File: src/rtl/park_pkg.sv
// Shared types for the parking lot monitor: lane FSM states, {A,B} sensor codes
// and a small popcount helper used to total per-lane pulses.
package park_pkg;

  typedef enum logic [2:0] {
    IDLE = 3'd0,
    EN1  = 3'd1,
    EN2  = 3'd2,
    EN3  = 3'd3,
    EX1  = 3'd4,
    EX2  = 3'd5,
    EX3  = 3'd6
  } lane_state_t;

  // Sensor codes written as {A,B}; A is the outer beam, B the inner beam.
  localparam logic [1:0] AB_NONE = 2'b00;
  localparam logic [1:0] AB_IN   = 2'b01;
  localparam logic [1:0] AB_OUT  = 2'b10;
  localparam logic [1:0] AB_BOTH = 2'b11;

  function automatic logic [4:0] popcount16(input logic [15:0] v);
    logic [4:0] c;
    c = '0;
    for (int i = 0; i < 16; i++) begin
      c = c + 5'(v[i]);
    end
    return c;
  endfunction

endpackage

File: src/rtl/car_lane_fsm.sv
// One lane's A/B beam sequencer. A full 10,11,01,00 walk emits a one-cycle
// enter pulse; the mirrored 01,11,10,00 walk emits an exit pulse.
module car_lane_fsm
  import park_pkg::*;
(
  input  logic clk,
  input  logic reset_n,
  input  logic a,
  input  logic b,
  output logic enter_p,
  output logic exit_p
);

  lane_state_t r_state;
  lane_state_t w_state_next;
  logic        r_enter_p;
  logic        r_exit_p;
  logic        w_enter_next;
  logic        w_exit_next;
  logic [1:0]  w_ab;

  assign w_ab = {a, b};

  always_ff @(posedge clk or negedge reset_n) begin
    if (!reset_n) begin
      r_state   <= IDLE;
      r_enter_p <= 1'b0;
      r_exit_p  <= 1'b0;
    end else begin
      r_state   <= w_state_next;
      r_enter_p <= w_enter_next;
      r_exit_p  <= w_exit_next;
    end
  end

  always_comb begin
    w_state_next = r_state;
    w_enter_next = 1'b0;
    w_exit_next  = 1'b0;
    case (r_state)
      IDLE: begin
        if (w_ab == AB_OUT)     w_state_next = EN1;
        else if (w_ab == AB_IN) w_state_next = EX1;
      end
      EN1: begin
        if (w_ab == AB_BOTH)     w_state_next = EN2;
        else if (w_ab != AB_OUT) w_state_next = IDLE;
      end
      EN2: begin
        if (w_ab == AB_IN)        w_state_next = EN3;
        else if (w_ab == AB_OUT)  w_state_next = EN1;
        else if (w_ab == AB_NONE) w_state_next = IDLE;
      end
      EN3: begin
        if (w_ab == AB_BOTH)     w_state_next = EN2;
        else if (w_ab == AB_OUT) w_state_next = IDLE;
        else if (w_ab == AB_NONE) begin
          w_state_next = IDLE;
          w_enter_next = 1'b1;
        end
      end
      EX1: begin
        if (w_ab == AB_BOTH)    w_state_next = EX2;
        else if (w_ab != AB_IN) w_state_next = IDLE;
      end
      EX2: begin
        if (w_ab == AB_OUT)       w_state_next = EX3;
        else if (w_ab == AB_IN)   w_state_next = EX1;
        else if (w_ab == AB_NONE) w_state_next = IDLE;
      end
      EX3: begin
        if (w_ab == AB_BOTH)    w_state_next = EX2;
        else if (w_ab == AB_IN) w_state_next = IDLE;
        else if (w_ab == AB_NONE) begin
          w_state_next = IDLE;
          w_exit_next  = 1'b1;
        end
      end
      default: w_state_next = IDLE;
    endcase
  end

  assign enter_p = r_enter_p;
  assign exit_p  = r_exit_p;

endmodule

File: src/rtl/parking_lot_monitor.sv
// Multi-lane parking occupancy counter with saturating, sticky-flagged arithmetic.
// Define PARK_SENSOR_SYNC_EN to pass A/B through two-flop synchronisers first.
module parking_lot_monitor
  import park_pkg::*;
#(
  parameter  int NUM_LANES = 4,
  parameter  int CAPACITY  = 100,
  localparam int CNT_W     = $clog2(CAPACITY + 1)
) (
  input  logic                 clk,
  input  logic                 reset_n,
  input  logic [NUM_LANES-1:0] A,
  input  logic [NUM_LANES-1:0] B,
  input  logic                 err_clr,
  output logic [NUM_LANES-1:0] car_enter,
  output logic [NUM_LANES-1:0] car_exit,
  output logic [CNT_W-1:0]     occupancy,
  output logic                 lot_full,
  output logic                 lot_empty,
  output logic                 overflow_err,
  output logic                 underflow_err
);

  localparam int SW = CNT_W + 6;

  logic [NUM_LANES-1:0] w_a;
  logic [NUM_LANES-1:0] w_b;

`ifdef PARK_SENSOR_SYNC_EN
  logic [NUM_LANES-1:0] r_a_meta, r_a_sync;
  logic [NUM_LANES-1:0] r_b_meta, r_b_sync;

  always_ff @(posedge clk or negedge reset_n) begin
    if (!reset_n) begin
      r_a_meta <= '0;
      r_a_sync <= '0;
      r_b_meta <= '0;
      r_b_sync <= '0;
    end else begin
      r_a_meta <= A;
      r_a_sync <= r_a_meta;
      r_b_meta <= B;
      r_b_sync <= r_b_meta;
    end
  end

  assign w_a = r_a_sync;
  assign w_b = r_b_sync;
`else
  assign w_a = A;
  assign w_b = B;
`endif

  for (genvar gi = 0; gi < NUM_LANES; gi++) begin : g_lane
    car_lane_fsm u_lane (
      .clk     (clk),
      .reset_n (reset_n),
      .a       (w_a[gi]),
      .b       (w_b[gi]),
      .enter_p (car_enter[gi]),
      .exit_p  (car_exit[gi])
    );
  end

  logic [CNT_W-1:0]     r_occupancy;
  logic                 r_overflow_err;
  logic                 r_underflow_err;
  logic signed [SW-1:0] w_net;
  logic signed [SW-1:0] w_sum;
  logic signed [SW-1:0] w_cap;
  logic [CNT_W-1:0]     w_occ_next;
  logic                 w_ovf_hit;
  logic                 w_udf_hit;

  // Widened signed math so neither a burst of entries nor exits can wrap.
  assign w_net = $signed(SW'(popcount16(16'(car_enter))))
               - $signed(SW'(popcount16(16'(car_exit))));
  assign w_sum = $signed(SW'(r_occupancy)) + w_net;
  assign w_cap = SW'(CAPACITY);

  always_comb begin
    w_ovf_hit  = 1'b0;
    w_udf_hit  = 1'b0;
    w_occ_next = w_sum[CNT_W-1:0];
    if (w_sum[SW-1]) begin
      w_udf_hit  = 1'b1;
      w_occ_next = '0;
    end else if (w_sum > w_cap) begin
      w_ovf_hit  = 1'b1;
      w_occ_next = CNT_W'(CAPACITY);
    end
  end

  // A saturation in the same cycle as err_clr keeps its flag set.
  always_ff @(posedge clk or negedge reset_n) begin
    if (!reset_n) begin
      r_occupancy     <= '0;
      r_overflow_err  <= 1'b0;
      r_underflow_err <= 1'b0;
    end else begin
      r_occupancy <= w_occ_next;
      if (w_ovf_hit)    r_overflow_err <= 1'b1;
      else if (err_clr) r_overflow_err <= 1'b0;
      if (w_udf_hit)    r_underflow_err <= 1'b1;
      else if (err_clr) r_underflow_err <= 1'b0;
    end
  end

  assign occupancy     = r_occupancy;
  assign lot_full      = (r_occupancy == CNT_W'(CAPACITY));
  assign lot_empty     = (r_occupancy == '0);
  assign overflow_err  = r_overflow_err;
  assign underflow_err = r_underflow_err;

endmodule

File: config.mk
export PLATFORM = sky130hd
export DESIGN_NAME = parking_lot_monitor
export DESIGN_NICKNAME = d
export VERILOG_FILES = /design/src/rtl/park_pkg.sv /design/src/rtl/car_lane_fsm.sv /design/src/rtl/parking_lot_monitor.sv
export SDC_FILE = /design/constraint.sdc
export NUM_CORES = 1
export LEC_CHECK = 0
export ABC_AREA = 1
export ABC_CLOCK_PERIOD_IN_PS = 7900
export CELL_PAD_IN_SITES_DETAIL_PLACEMENT = 2
export CELL_PAD_IN_SITES_GLOBAL_PLACEMENT = 2
export CORE_ASPECT_RATIO = 1.25
export CORE_MARGIN = 1.5
export CORE_UTILIZATION = 34
export DETAILED_ROUTE_END_ITERATION = 12
export PLACE_DENSITY_LB_ADDON = 0.1
export SYNTH_ARGS = -nofsm -noshare
export SYNTH_HDL_FRONTEND = slang
export SYNTH_SLANG_ARGS = --single-unit
File: constraint.sdc
create_clock -name clk -period 7.9 [get_ports clk]
set_input_delay 2.37 -clock clk [delete_from_list [all_inputs] [get_ports clk]]
set_output_delay 2.37 -clock clk [all_outputs]
set_load 0.01 [all_outputs]
==> flow_summary.ini <==
; implementation run metrics
[cts]
post_cts_resized = 0
cts_root_buf = clkbuf_8
cts_setup_buffers = 0

[worst_setup_path]
path_buffers = 1
rrSetupSlack_ps = 3540
arrival_ps = 2060
crit_path_end_kind = output pin

[route]
m1WireLength_um = 2730
wl_per_cell_um = 15.3

[cells_and_area]
signal_buffers = 30
biggestCellCategory = combinational gates
n_antenna_cell = 0
nonClkBufAreaFrac_pct = 11.1

[synthesis]
netlist_area_um2 = 2280
muxShareOfSynthArea_pct = 0

[sta]
finalClockPeriodUsage_pct = 56.1
tns_ps = 0
fin_crit_ps = 4430

[floorplan]
taps = 87

[run]
maxCapViolCount = 0

[grt]
use_met1_pct = 21.8
grt_usage_pct = 20.0

[power_and_ir_drop]
top_power_group = combinational logic

[outcome]
status = completed
-- cells in the final DEF (no fill, tap or decap), types with 3 or more instances in the layout --
| cell type | count |
|---|---|
| nor3_1 | 14 |
| inv_1 | 59 |
| nand2_2 | 7 |
| a21oi_1 | 7 |
| nor2_2 | 6 |
| clkbuf_8 | 5 |
| o221ai_1 | 3 |
| o21ai_0 | 12 |
| nand3_1 | 31 |
| ha_1 | 8 |
| nand3_2 | 3 |
| dfrtp_1 | 29 |
| fa_1 | 6 |
| nand4_1 | 9 |
| o22ai_1 | 5 |
| clkdlybuf4s50_1 | 29 |
| nand2_1 | 51 |
| o211ai_1 | 3 |
| nor2_1 | 30 |
-- stage by stage --
step	hold WS [ps]	area, um2
finish	486	2680
global route	516	2680
CTS	488	2680
detailed placement	479	2610
global placement	466	2610
floorplan	512	2280
Figure 1. Signal metal coverage by tile.
The bar under the picture is 20 um long. 15 x 19 tiles, from dark blue (low) to red (high), scaled to the fullest tile. Values are wire area over tile area, all layers added.
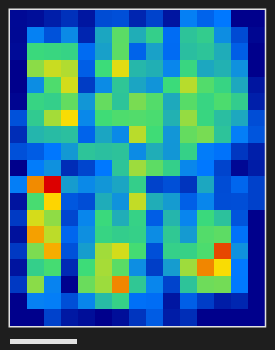
tiles over half the peak = 21%
mean over tiles = 0.14
fullest tile = 0.43

Figure 2. Signal wires on met3.
The bar under the picture is 20 um long.
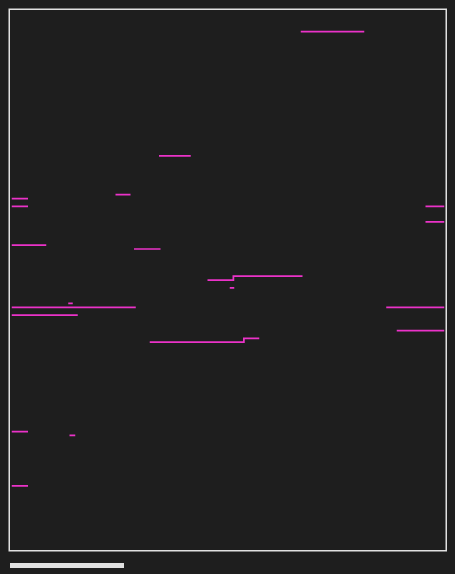
main direction = horizontal
share of all routed wire = 2.0%

Figure 3. Metal 1.
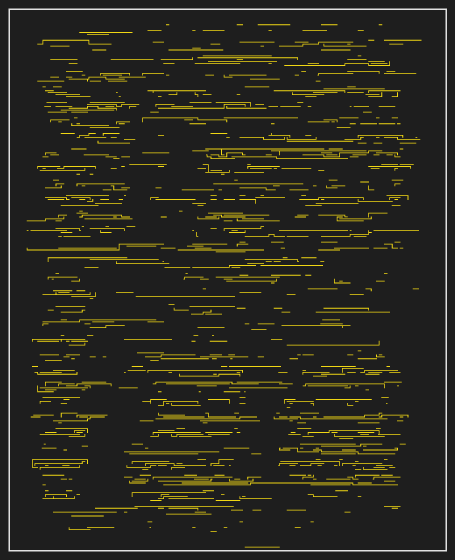
wire length on this layer = 2730 um
nets with wire on the layer = 337
share of all routed wire = 42%

Figure 4. Cells coloured by class.
Fill, decap, tap and diode cells in grey.
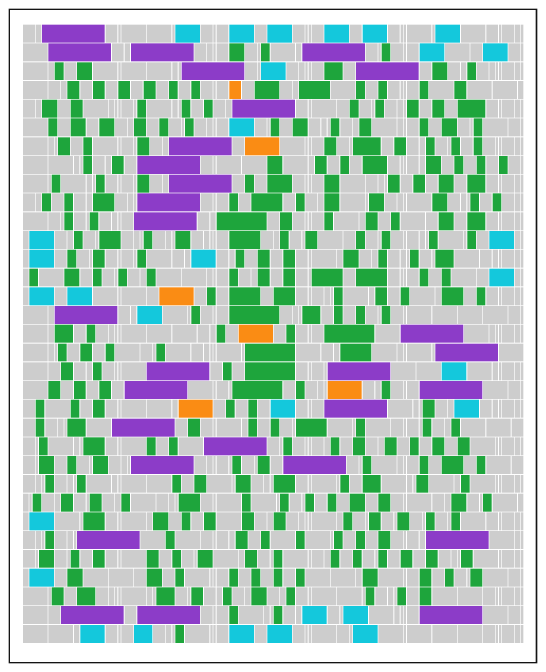
green -> remaining logic cells  # cells 275, share of their area 57%
purple -> registers  # cells 29, share of their area 28%
orange -> clock drivers and dummy loads  # cells 6, share of their area 2.9%
cyan -> remaining buffers and delay cells  # cells 30, share of their area 12%

